Fig. 1: run 1, cells by drive strength
Scale bar: 50 um.
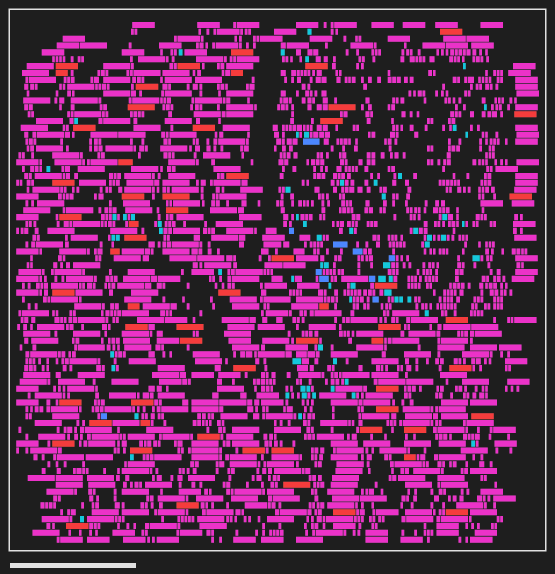
Fig. 2: run 1, the metal 4 layer
Scale bar: 50 um. Cells faint in the background.
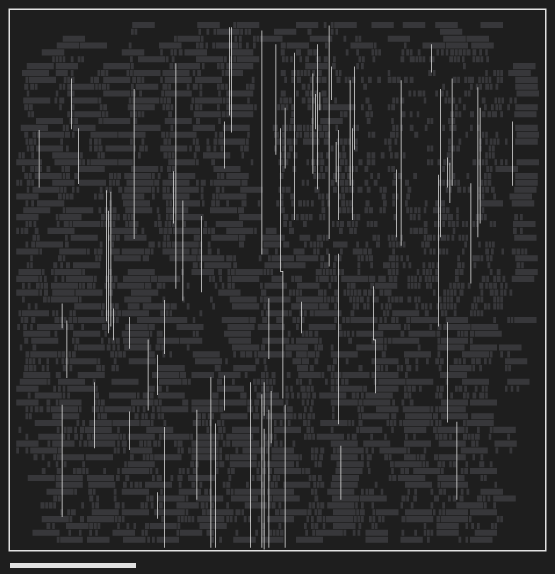
Fig. 3: run 1, clock wiring as the flow saved it
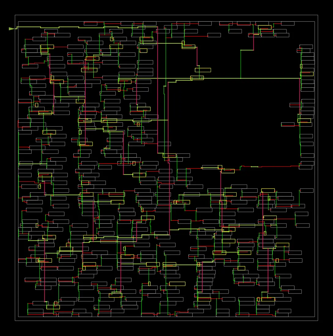
===== src/rtl/reg_writeback_ctrl_pkg.sv =====
// Shared types and constants for the LEGv8 register-file writeback controller.
package reg_writeback_ctrl_pkg;

  localparam int REG_IDX_W = 5;
  localparam int DATA_W    = 64;
  localparam int NUM_REGS  = 32;
  localparam int XZR_IDX   = 31;

  typedef struct packed {
    logic [REG_IDX_W-1:0] idx;
    logic [DATA_W-1:0]    data;
  } wb_entry_t;

  function automatic logic [NUM_REGS-1:0] reg_onehot(input logic [REG_IDX_W-1:0] idx);
    return NUM_REGS'(1) << idx;
  endfunction

endpackage


===== src/rtl/reg_writeback_ctrl_if.sv =====
// Handshake/write bus of reg_writeback_ctrl; WB_BYPASS_EN adds the two query ports.
interface reg_writeback_ctrl_if;
  import reg_writeback_ctrl_pkg::*;

  logic                 ALU_VALID;
  logic                 ALU_READY;
  logic [REG_IDX_W-1:0] ALU_REG;
  logic [DATA_W-1:0]    ALU_DATA;
  logic                 MEM_VALID;
  logic                 MEM_READY;
  logic [REG_IDX_W-1:0] MEM_REG;
  logic [DATA_W-1:0]    MEM_DATA;
  logic [REG_IDX_W-1:0] WRITE_REG;
  logic [DATA_W-1:0]    WRITE_DATA;
  logic                 REG_WRITE_ENABLE;
  logic [NUM_REGS-1:0]  PENDING_MASK;
  logic                 FULL;
`ifdef WB_BYPASS_EN
  logic [REG_IDX_W-1:0] QUERY_A_REG;
  logic [REG_IDX_W-1:0] QUERY_B_REG;
  logic                 QUERY_A_HIT;
  logic                 QUERY_B_HIT;
  logic [DATA_W-1:0]    QUERY_A_DATA;
  logic [DATA_W-1:0]    QUERY_B_DATA;

  modport master (
    output ALU_VALID, ALU_REG, ALU_DATA, MEM_VALID, MEM_REG, MEM_DATA,
    output QUERY_A_REG, QUERY_B_REG,
    input  ALU_READY, MEM_READY, WRITE_REG, WRITE_DATA, REG_WRITE_ENABLE,
    input  PENDING_MASK, FULL,
    input  QUERY_A_HIT, QUERY_B_HIT, QUERY_A_DATA, QUERY_B_DATA
  );

  modport slave (
    input  ALU_VALID, ALU_REG, ALU_DATA, MEM_VALID, MEM_REG, MEM_DATA,
    input  QUERY_A_REG, QUERY_B_REG,
    output ALU_READY, MEM_READY, WRITE_REG, WRITE_DATA, REG_WRITE_ENABLE,
    output PENDING_MASK, FULL,
    output QUERY_A_HIT, QUERY_B_HIT, QUERY_A_DATA, QUERY_B_DATA
  );
`else
  modport master (
    output ALU_VALID, ALU_REG, ALU_DATA, MEM_VALID, MEM_REG, MEM_DATA,
    input  ALU_READY, MEM_READY, WRITE_REG, WRITE_DATA, REG_WRITE_ENABLE,
    input  PENDING_MASK, FULL
  );

  modport slave (
    input  ALU_VALID, ALU_REG, ALU_DATA, MEM_VALID, MEM_REG, MEM_DATA,
    output ALU_READY, MEM_READY, WRITE_REG, WRITE_DATA, REG_WRITE_ENABLE,
    output PENDING_MASK, FULL
  );
`endif

endinterface


===== src/rtl/reg_writeback_ctrl_fifo.sv =====
// In-order two-push/one-pop FIFO; entries are exposed oldest-first (index 0 = head).
module wb_fifo
  import reg_writeback_ctrl_pkg::*;
#(
  parameter int DEPTH = 4,
  localparam int PTR_W = $clog2(DEPTH),
  localparam int CNT_W = PTR_W + 1
) (
  input  logic             i_clk,
  input  logic             i_rst_n,
  input  logic             i_push0,
  input  wb_entry_t        i_push0_entry,
  input  logic             i_push1,
  input  wb_entry_t        i_push1_entry,
  input  logic             i_pop,
  output logic [CNT_W-1:0] o_count,
  output wb_entry_t        o_entries [DEPTH],
  output logic [DEPTH-1:0] o_valid
);

  wb_entry_t        r_mem [DEPTH];
  logic [PTR_W-1:0] r_wptr;
  logic [PTR_W-1:0] r_rptr;
  logic [CNT_W-1:0] r_count;
  logic [PTR_W-1:0] w_slot1;

  // Second push lands behind the first when both are present.
  assign w_slot1 = r_wptr + PTR_W'(i_push0);

  always_ff @(posedge i_clk) begin
    if (i_push0) r_mem[r_wptr] <= i_push0_entry;
    if (i_push1) r_mem[w_slot1] <= i_push1_entry;
  end

  always_ff @(posedge i_clk or negedge i_rst_n) begin
    if (!i_rst_n) begin
      r_wptr  <= '0;
      r_rptr  <= '0;
      r_count <= '0;
    end else begin
      r_wptr  <= r_wptr + PTR_W'(i_push0) + PTR_W'(i_push1);
      r_rptr  <= r_rptr + PTR_W'(i_pop);
      r_count <= r_count + CNT_W'(i_push0) + CNT_W'(i_push1) - CNT_W'(i_pop);
    end
  end

  always_comb begin
    for (int unsigned k = 0; k < DEPTH; k++) begin
      o_entries[k] = r_mem[PTR_W'(r_rptr + PTR_W'(k))];
      o_valid[k]   = CNT_W'(k) < r_count;
    end
  end

  assign o_count = r_count;

endmodule


===== src/rtl/reg_writeback_ctrl.sv =====
// LEGv8 register-file writeback controller: ALU/MEM handshakes, in-order FIFO,
// one write per cycle, pending-write mask. WB_BYPASS_EN adds youngest-write lookup ports.
module reg_writeback_ctrl
  import reg_writeback_ctrl_pkg::*;
#(
  parameter int DEPTH    = 4,
  parameter int ZERO_REG = XZR_IDX
) (
  input  logic                 CLK,
  input  logic                 RST_N,
  reg_writeback_ctrl_if.slave  bus
);

  localparam int PTR_W = $clog2(DEPTH);
  localparam int CNT_W = PTR_W + 1;
  localparam logic [REG_IDX_W-1:0] ZERO_IDX = REG_IDX_W'(ZERO_REG);

  generate
    if (DEPTH < 2 || (DEPTH & (DEPTH - 1)) != 0) begin : g_bad_depth
      $error("reg_writeback_ctrl: DEPTH must be a power of two and at least 2");
    end
  endgenerate

  logic [CNT_W-1:0]     w_count;
  wb_entry_t            w_entries [DEPTH];
  logic [DEPTH-1:0]     w_valid;
  logic                 w_alu_enq;
  logic                 w_mem_enq;
  logic                 w_pop;
  wb_entry_t            w_alu_entry;
  wb_entry_t            w_mem_entry;
  logic [NUM_REGS-1:0]  w_mask_next;

  logic [REG_IDX_W-1:0] r_wr_reg;
  logic [DATA_W-1:0]    r_wr_data;
  logic                 r_wr_en;
  logic [NUM_REGS-1:0]  r_pending;

  // Readiness depends only on the registered count, never on VALID.
  assign bus.ALU_READY = (w_count != CNT_W'(DEPTH));
  assign bus.MEM_READY = (w_count <= CNT_W'(DEPTH - 2));
  assign bus.FULL      = (w_count == CNT_W'(DEPTH));

  assign w_alu_enq   = bus.ALU_VALID && bus.ALU_READY && (bus.ALU_REG != ZERO_IDX);
  assign w_mem_enq   = bus.MEM_VALID && bus.MEM_READY && (bus.MEM_REG != ZERO_IDX);
  assign w_alu_entry = '{idx: bus.ALU_REG, data: bus.ALU_DATA};
  assign w_mem_entry = '{idx: bus.MEM_REG, data: bus.MEM_DATA};
  assign w_pop       = (w_count != '0);

  wb_fifo #(.DEPTH(DEPTH)) u_fifo (
    .i_clk         (CLK),
    .i_rst_n       (RST_N),
    .i_push0       (w_alu_enq),
    .i_push0_entry (w_alu_entry),
    .i_push1       (w_mem_enq),
    .i_push1_entry (w_mem_entry),
    .i_pop         (w_pop),
    .o_count       (w_count),
    .o_entries     (w_entries),
    .o_valid       (w_valid)
  );

  // Next mask: every entry now in the FIFO is either still queued or moves to the
  // output stage next cycle; the entry now on the outputs commits at this edge.
  always_comb begin
    w_mask_next = '0;
    for (int unsigned k = 0; k < DEPTH; k++) begin
      if (w_valid[k]) w_mask_next = w_mask_next | reg_onehot(w_entries[k].idx);
    end
    if (w_alu_enq) w_mask_next = w_mask_next | reg_onehot(bus.ALU_REG);
    if (w_mem_enq) w_mask_next = w_mask_next | reg_onehot(bus.MEM_REG);
  end

  always_ff @(posedge CLK or negedge RST_N) begin
    if (!RST_N) begin
      r_wr_reg  <= '0;
      r_wr_data <= '0;
      r_wr_en   <= 1'b0;
      r_pending <= '0;
    end else begin
      r_pending <= w_mask_next;
      r_wr_en   <= w_pop;
      if (w_pop) begin
        r_wr_reg  <= w_entries[0].idx;
        r_wr_data <= w_entries[0].data;
      end
    end
  end

  assign bus.WRITE_REG        = r_wr_reg;
  assign bus.WRITE_DATA       = r_wr_data;
  assign bus.REG_WRITE_ENABLE = r_wr_en;
  assign bus.PENDING_MASK     = r_pending;

`ifdef WB_BYPASS_EN
  logic [REG_IDX_W-1:0] w_q_reg  [2];
  logic                 w_q_hit  [2];
  logic [DATA_W-1:0]    w_q_data [2];

  assign w_q_reg[0] = bus.QUERY_A_REG;
  assign w_q_reg[1] = bus.QUERY_B_REG;

  // Output stage is the oldest pending write; FIFO entries scanned oldest-first so
  // the youngest match is the one left standing.
  always_comb begin
    for (int unsigned p = 0; p < 2; p++) begin
      w_q_hit[p]  = r_wr_en && (r_wr_reg == w_q_reg[p]);
      w_q_data[p] = r_wr_data;
      for (int unsigned k = 0; k < DEPTH; k++) begin
        if (w_valid[k] && (w_entries[k].idx == w_q_reg[p])) begin
          w_q_hit[p]  = 1'b1;
          w_q_data[p] = w_entries[k].data;
        end
      end
      if (w_q_reg[p] == ZERO_IDX) w_q_hit[p] = 1'b0;
    end
  end

  assign bus.QUERY_A_HIT  = w_q_hit[0];
  assign bus.QUERY_A_DATA = w_q_data[0];
  assign bus.QUERY_B_HIT  = w_q_hit[1];
  assign bus.QUERY_B_DATA = w_q_data[1];
`endif

endmodule

===== src/flat_wrapper.sv =====
// flat-port wrapper written by rule: the top's interface ports become plain ports
module reg_writeback_ctrl_flat import reg_writeback_ctrl_pkg::*;
#(
  parameter int DEPTH    = 4,
  parameter int ZERO_REG = XZR_IDX
)
  (CLK, RST_N, bus_ALU_VALID, bus_ALU_REG, bus_ALU_DATA, bus_MEM_VALID, bus_MEM_REG, bus_MEM_DATA, bus_ALU_READY, bus_MEM_READY, bus_WRITE_REG, bus_WRITE_DATA, bus_REG_WRITE_ENABLE, bus_PENDING_MASK, bus_FULL);
  reg_writeback_ctrl_if bus_i ();
  input  logic CLK;
  input  logic RST_N;
  input wire logic [$bits(bus_i.ALU_VALID)-1:0] bus_ALU_VALID;
  input wire logic [$bits(bus_i.ALU_REG)-1:0] bus_ALU_REG;
  input wire logic [$bits(bus_i.ALU_DATA)-1:0] bus_ALU_DATA;
  input wire logic [$bits(bus_i.MEM_VALID)-1:0] bus_MEM_VALID;
  input wire logic [$bits(bus_i.MEM_REG)-1:0] bus_MEM_REG;
  input wire logic [$bits(bus_i.MEM_DATA)-1:0] bus_MEM_DATA;
  output wire logic [$bits(bus_i.ALU_READY)-1:0] bus_ALU_READY;
  output wire logic [$bits(bus_i.MEM_READY)-1:0] bus_MEM_READY;
  output wire logic [$bits(bus_i.WRITE_REG)-1:0] bus_WRITE_REG;
  output wire logic [$bits(bus_i.WRITE_DATA)-1:0] bus_WRITE_DATA;
  output wire logic [$bits(bus_i.REG_WRITE_ENABLE)-1:0] bus_REG_WRITE_ENABLE;
  output wire logic [$bits(bus_i.PENDING_MASK)-1:0] bus_PENDING_MASK;
  output wire logic [$bits(bus_i.FULL)-1:0] bus_FULL;
  assign bus_i.ALU_VALID = bus_ALU_VALID;
  assign bus_i.ALU_REG = bus_ALU_REG;
  assign bus_i.ALU_DATA = bus_ALU_DATA;
  assign bus_i.MEM_VALID = bus_MEM_VALID;
  assign bus_i.MEM_REG = bus_MEM_REG;
  assign bus_i.MEM_DATA = bus_MEM_DATA;
  assign bus_ALU_READY = bus_i.ALU_READY;
  assign bus_MEM_READY = bus_i.MEM_READY;
  assign bus_WRITE_REG = bus_i.WRITE_REG;
  assign bus_WRITE_DATA = bus_i.WRITE_DATA;
  assign bus_REG_WRITE_ENABLE = bus_i.REG_WRITE_ENABLE;
  assign bus_PENDING_MASK = bus_i.PENDING_MASK;
  assign bus_FULL = bus_i.FULL;
  reg_writeback_ctrl #(.DEPTH(DEPTH), .ZERO_REG(ZERO_REG)) u_core (.CLK(CLK), .RST_N(RST_N), .bus(bus_i));
endmodule

===== config.mk =====
export PLATFORM = sky130hd
export DESIGN_NAME = reg_writeback_ctrl_flat
export DESIGN_NICKNAME = d
export VERILOG_FILES = /design/src/rtl/reg_writeback_ctrl_pkg.sv /design/src/rtl/reg_writeback_ctrl_if.sv /design/src/rtl/reg_writeback_ctrl_fifo.sv /design/src/rtl/reg_writeback_ctrl.sv /design/src/flat_wrapper.sv
export SDC_FILE = /design/constraint.sdc
export NUM_CORES = 1
export LEC_CHECK = 0
export ABC_AREA = 1
export CORE_AREA = 2 2 210 212
export DETAILED_ROUTE_END_ITERATION = 6
export DIE_AREA = 0 0 212 214
export DONT_BUFFER_PORTS = 1
export GPL_TIMING_DRIVEN = 0
export RECOVER_POWER = 100
export SLEW_MARGIN = 20
export SYNTH_ARGS = -nofsm -noshare
export SYNTH_HDL_FRONTEND = slang
export SYNTH_SLANG_ARGS = --single-unit

===== constraint.sdc =====
create_clock -name CLK -period 19.1 [get_ports CLK]
set_clock_uncertainty 0.2 [all_clocks]
set_input_delay 1.91 -clock CLK [delete_from_list [all_inputs] [get_ports CLK]]
set_output_delay 1.91 -clock CLK [all_outputs]
set_load 0.02 [all_outputs]

==> flow_metrics.tcl, run 1 <==
# metrics dict for downstream scripts
set metrics [dict create \
    outcome "complete, but fails checks" \
    violations "max-capacitance violations, max-slew violations" \
    routedWlPerCell_um 23.04 \
    ctsHoldBuffers 0 \
    path_class "primary input to flip-flop" \
    grt-ovfl-total 0 \
    powerSeq_mw 1.55 \
    highest_layer "met5" \
    clock_sinks 385 \
    final-comb-area_mm2 0.007505 \
    cp.depth 16 \
    ir_worst_vdd_uv 85.47 \
    grt_pass1_vias 16710 \
    slew_violations 27 \
    drt-initial-drc-count 1570 \
    critPathCapture "u_core.u_fifo.r_mem[0][46]$_DFFE_PP_" \
    topCombFamilyByArea "simple AND/OR/NAND/NOR gates" \
    ys_sh_aoi 0.09676 \
    p_int_mw 2.212 \
    via_count 17400 \
    lay_top_count "nand2_1" \
    sh_comb_area 0.3431 \
    post_drt_via_cell_ratio 5.743 \
    fa_ha_area_frac 0.005853 \
    async_flop_share 0.2831 \
    cap_violations 2 \
    hpwl_mm 49.53 \
    netlist_top_cells_count "904 x nand2_1, 276 x edfxtp_1, 274 x o21ai_0" \
    clk_latency_ns 0.59 \
    hold_class "flip-flop to flip-flop" \
    tns_ns 0 \
    buffers 154 \
    clkPwrFrac 0.209 \
]
Back to the opening pictures, Fig. 1:
| colour | size | cells | most used |
|---|---|---|---|
| magenta | drive 1 or less | 2305 | nand2_1 |
| cyan | drive 2 | 68 | buf_2 |
| red | drive 6 and up | 60 | clkbuf_16 |
| blue | drive 3 to 4 | 10 | buf_4 |

Back to the opening pictures, Fig. 2:
nets with wire on the layer: 56
share of all routed wire: 3.9%

Back to the opening pictures, Fig. 3:
Inserted Clock Buffers: 44
clock buffers: 62
Clock Power: 0.864 mW
Flop Count: 385

-- run 1: through the flow --
step             util  cells  power [mW]  setup WS [ns]
2_1_floorplan       -   2345       2.650          10.68
3_3_place_gp   0.4757   2930       3.342          5.810
3_5_place_dp   0.4876   2947       3.390          13.05
4_1_cts        0.5220   3028       4.251          13.67
5_1_grt        0.5101   3030       4.392          10.06
6_report       0.5101   3030       4.143          10.43
-- run 1: registers in the layout, indices dropped and copies added (netlist names) --
register,count
u_core.u_fifo.r_mem,276
u_core.bus.WRITE_DATA,64
u_core.bus.PENDING_MASK,32
u_core.bus.WRITE_REG,5
u_core.u_fifo.o_count,3
u_core.u_fifo.r_rptr,2
u_core.u_fifo.r_wptr,2
u_core.bus.REG_WRITE_ENABLE,1
==> inputs of run 2 (changes only) <==
Clock period 19.1 ns to 7.3 ns, I/O delays scaled along.
==> run 2 against run 1 <==
  * The run still ends with max-capacitance violations, max-slew violations left
  * Global-route usage rose by 0.057 points
  * Flip-flop count did not move
  * Sequential share of layout area fell by 0.78 points
==> flow_metrics.tcl, run 2 <==
# metrics dict for downstream scripts
set metrics [dict create \
    netlist_top_cells_count "904 x nand2_1, 276 x edfxtp_1, 274 x o21ai_0" \
    post-route-util 0.5181 \
    path_class "flip-flop to flip-flop" \
    grt-ovfl-total 0 \
    ir_worst_vdd_uv 225.8 \
    fin_ws_ns 1.253 \
    pre_cts_ws_ns 2.372 \
    rr_worst_depth 14 \
    grt_pass1_vias 16730 \
    wl_met2_mm 32.01 \
    power.total_mw 11.06 \
    largest_reg_flops 276 \
    pin_count 247 \
    post_drt_via_cell_ratio 5.736 \
    outcome "complete, but fails checks" \
    hold_class "primary input to flip-flop" \
    worst_ep_arrival_time_ns 6.04 \
    tns_ns 0 \
    highest_layer "met5" \
    cap_violations 1 \
    top_register "u_core.u_fifo.r_mem" \
    drt-initial-drc-count 1585 \
    cts_buffers 44 \
    violations "max-capacitance violations, max-slew violations" \
    clkPwrFrac 0.205 \
    crit_top_cell "clkbuf_1" \
    yosys_cells 2345 \
    p_int_mw 5.952 \
    hpwl_mm 49.53 \
    lay_top_count "nand2_1" \
    async_flop_share 0.2831 \
    slew_violations 110 \
    clock_sinks 385 \
    via_count 17390 \
    routedWlPerCell_um 23.04 \
    final_cell_count_no_fill 3032 \
    pg_clk_mw 2.26 \
    critPathCapture "u_core.u_fifo.r_mem[0][26]$_DFFE_PP_" \
]
## run 2: cell counts after synthesis
No cell type changed its count.
## run 2: logic make-up (layout without fill, tap and decap cells)
family                     after synthesis  in the layout  synth area share
and+or+nand+nor                       1329           1329            0.2774
DFF                                    385            385            0.5601
AOI/OAI and AO/OA                      353            353           0.09676
buffers and inverters                  266            366           0.05808
adders and majority gates                8              8          0.005853
xor gates and xnor gates                 4              4          0.001782
other                                    0              2                 0
## run 2: timing repair
item,CTS,global route
endpoints found under the hold margin,109,0
hold buffers,2,0
resized,0,0
## run 2: area by class of cell
class                      count  share of cell area
buffer                       137             0.02675
sequential                   385              0.4957
tap                          585             0.03294
inverter                     129             0.02190
timing repair buffer          19             0.01746
clock inverter                19             0.01053
antenna                        2           0.0002252
clock buffer                  62             0.05580
multi-input combinational   1694              0.3386
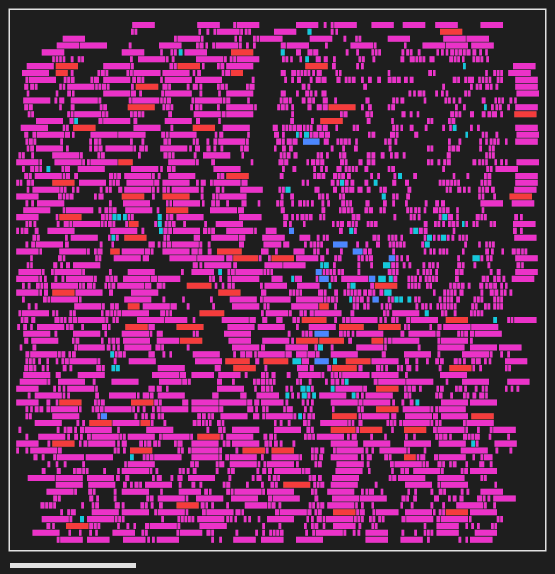
Fig. 4. Cells by drive strength (run 2).
Scale bar: 50 um.
| colour | size | cells |
|---|---|---|
| blue | drive 3 to 4 | 12 |
| magenta | drive 1 or less | 2293 |
| cyan | drive 2 | 67 |
| red | drive 6 and up | 73 |

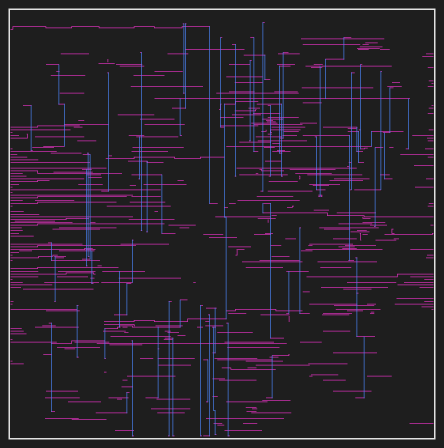
Fig. 5. Wiring by layer (run 2).
Two of the layers only.
| colour | layer | wire length |
|---|---|---|
| blue | met4 | 2620 um |
| magenta | met3 | 6190 um |

==> inputs of run 3 (changes only) <==
Clock period 7.3 ns to 5.29 ns, I/O delays scaled along.
==> run 3 against run 2 <==
  * Via count barely moved
  * Wire length fell by 0.48%
  * Synthesized area did not move
  * Non-clock buffer count rose by 63
  * Die area did not move
  * Flip-flop count did not move
  * First-iteration DRC count rose by 0.88%
  * The run still ends with max-capacitance violations, max-slew violations left
  * Fmax rose by 22%
  * Largest power group unchanged
  * Cell count rose by 2.0%
  * Global-route usage fell by 0.53 points
  * Clock power rose by 27%
==> flow_metrics.tcl, run 3 <==
# metrics dict for downstream scripts
set metrics [dict create \
    power.total_mw 14.93 \
    ys_sh_aoi 0.09676 \
    post_drt_via_cell_ratio 5.621 \
    seq_share 0.4864 \
    layout.nonclk_buf_frac 0.06839 \
    post-route-util 0.5281 \
    pg_clk_mw 2.88 \
    nNonClkInverters 129 \
    grt-ovfl-total 0 \
    clk_share 0.05834 \
    drt-initial-drc-count 1599 \
    nWellTaps 585 \
    pin_count 247 \
    cp.depth 15 \
    netlist_top_cells_count "904 x nand2_1, 276 x edfxtp_1, 274 x o21ai_0" \
    lay_top_count "nand2_1" \
    buffers 219 \
    fa_ha_area_frac 0.005853 \
    n_antenna_cell 3 \
    clkPwrFrac 0.193 \
    final_cell_count_no_fill 3094 \
    placed_cells 2946 \
    outcome "complete, but fails checks" \
    routedWlPerCell_um 22.47 \
    cap_violations 1 \
    p_int_mw 7.970 \
    pre_cts_ws_ns 0.4649 \
    post_cts_resized 0 \
    tns_ns 0 \
    slew_violations 110 \
    sh_comb_area 0.3327 \
    ys_sh_xor 0.001781 \
    violations "max-capacitance violations, max-slew violations" \
    critPathCapture "u_core.u_fifo.r_mem[1][20]$_DFFE_PP_" \
    simple_gate_area_frac 0.2774 \
    dominant_cells "flip-flops and latches" \
    synth.mux.area_fraction 0 \
]
[run 3: cell counts after synthesis]
Identical to the previous run, type by type.
[run 3: metal layers]
layer	routed length (um)	GRT usage	share of wire	up-vias
met4	1959	0.09249	0.028	2
met2	33170	0.4966	0.48	838
li1	-	-	-	8122
met5	16	0	0.00023	-
met1	28330	0.4122	0.41	8298
met3	6052	0.06275	0.087	131
[run 3: worst reg2reg max path, stage by stage (launching register included)]
cell and delay, ns:
dfrtp_1 0.44, nor2_1 0.10, nand2_1 0.28, inv_1 0.21, nor2_1 0.36, nand2_1 0.30, inv_1 0.23, buf_2 0.29
ha_1 0.21, xnor2_1 0.27, nand3_2 0.17, clkbuf_1 0.46, buf_6 0.33, o21ai_4 0.27, buf_16 0.25, buf_6 0.25
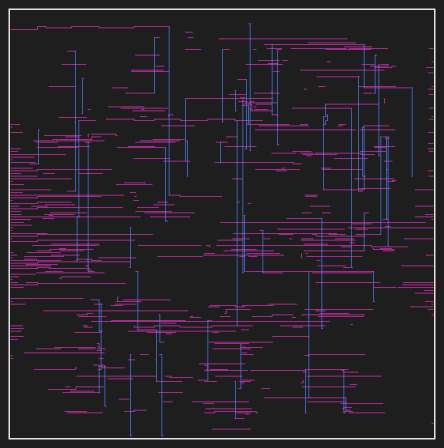
Fig. 6. Wiring by layer (run 3).
Two of the layers only.
| colour | layer | wire length |
|---|---|---|
| magenta | met3 | 6050 um |
| blue | met4 | 1960 um |

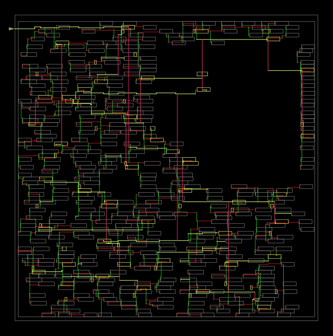
Fig. 7. Clock wiring as the flow saved it (run 3).
clock sink total: 385
Inserted Clock Buffers: 43
Latency at later pin: 0.58 ns
clock buffers: 63

Power is estimated from default activity; no workload was simulated.
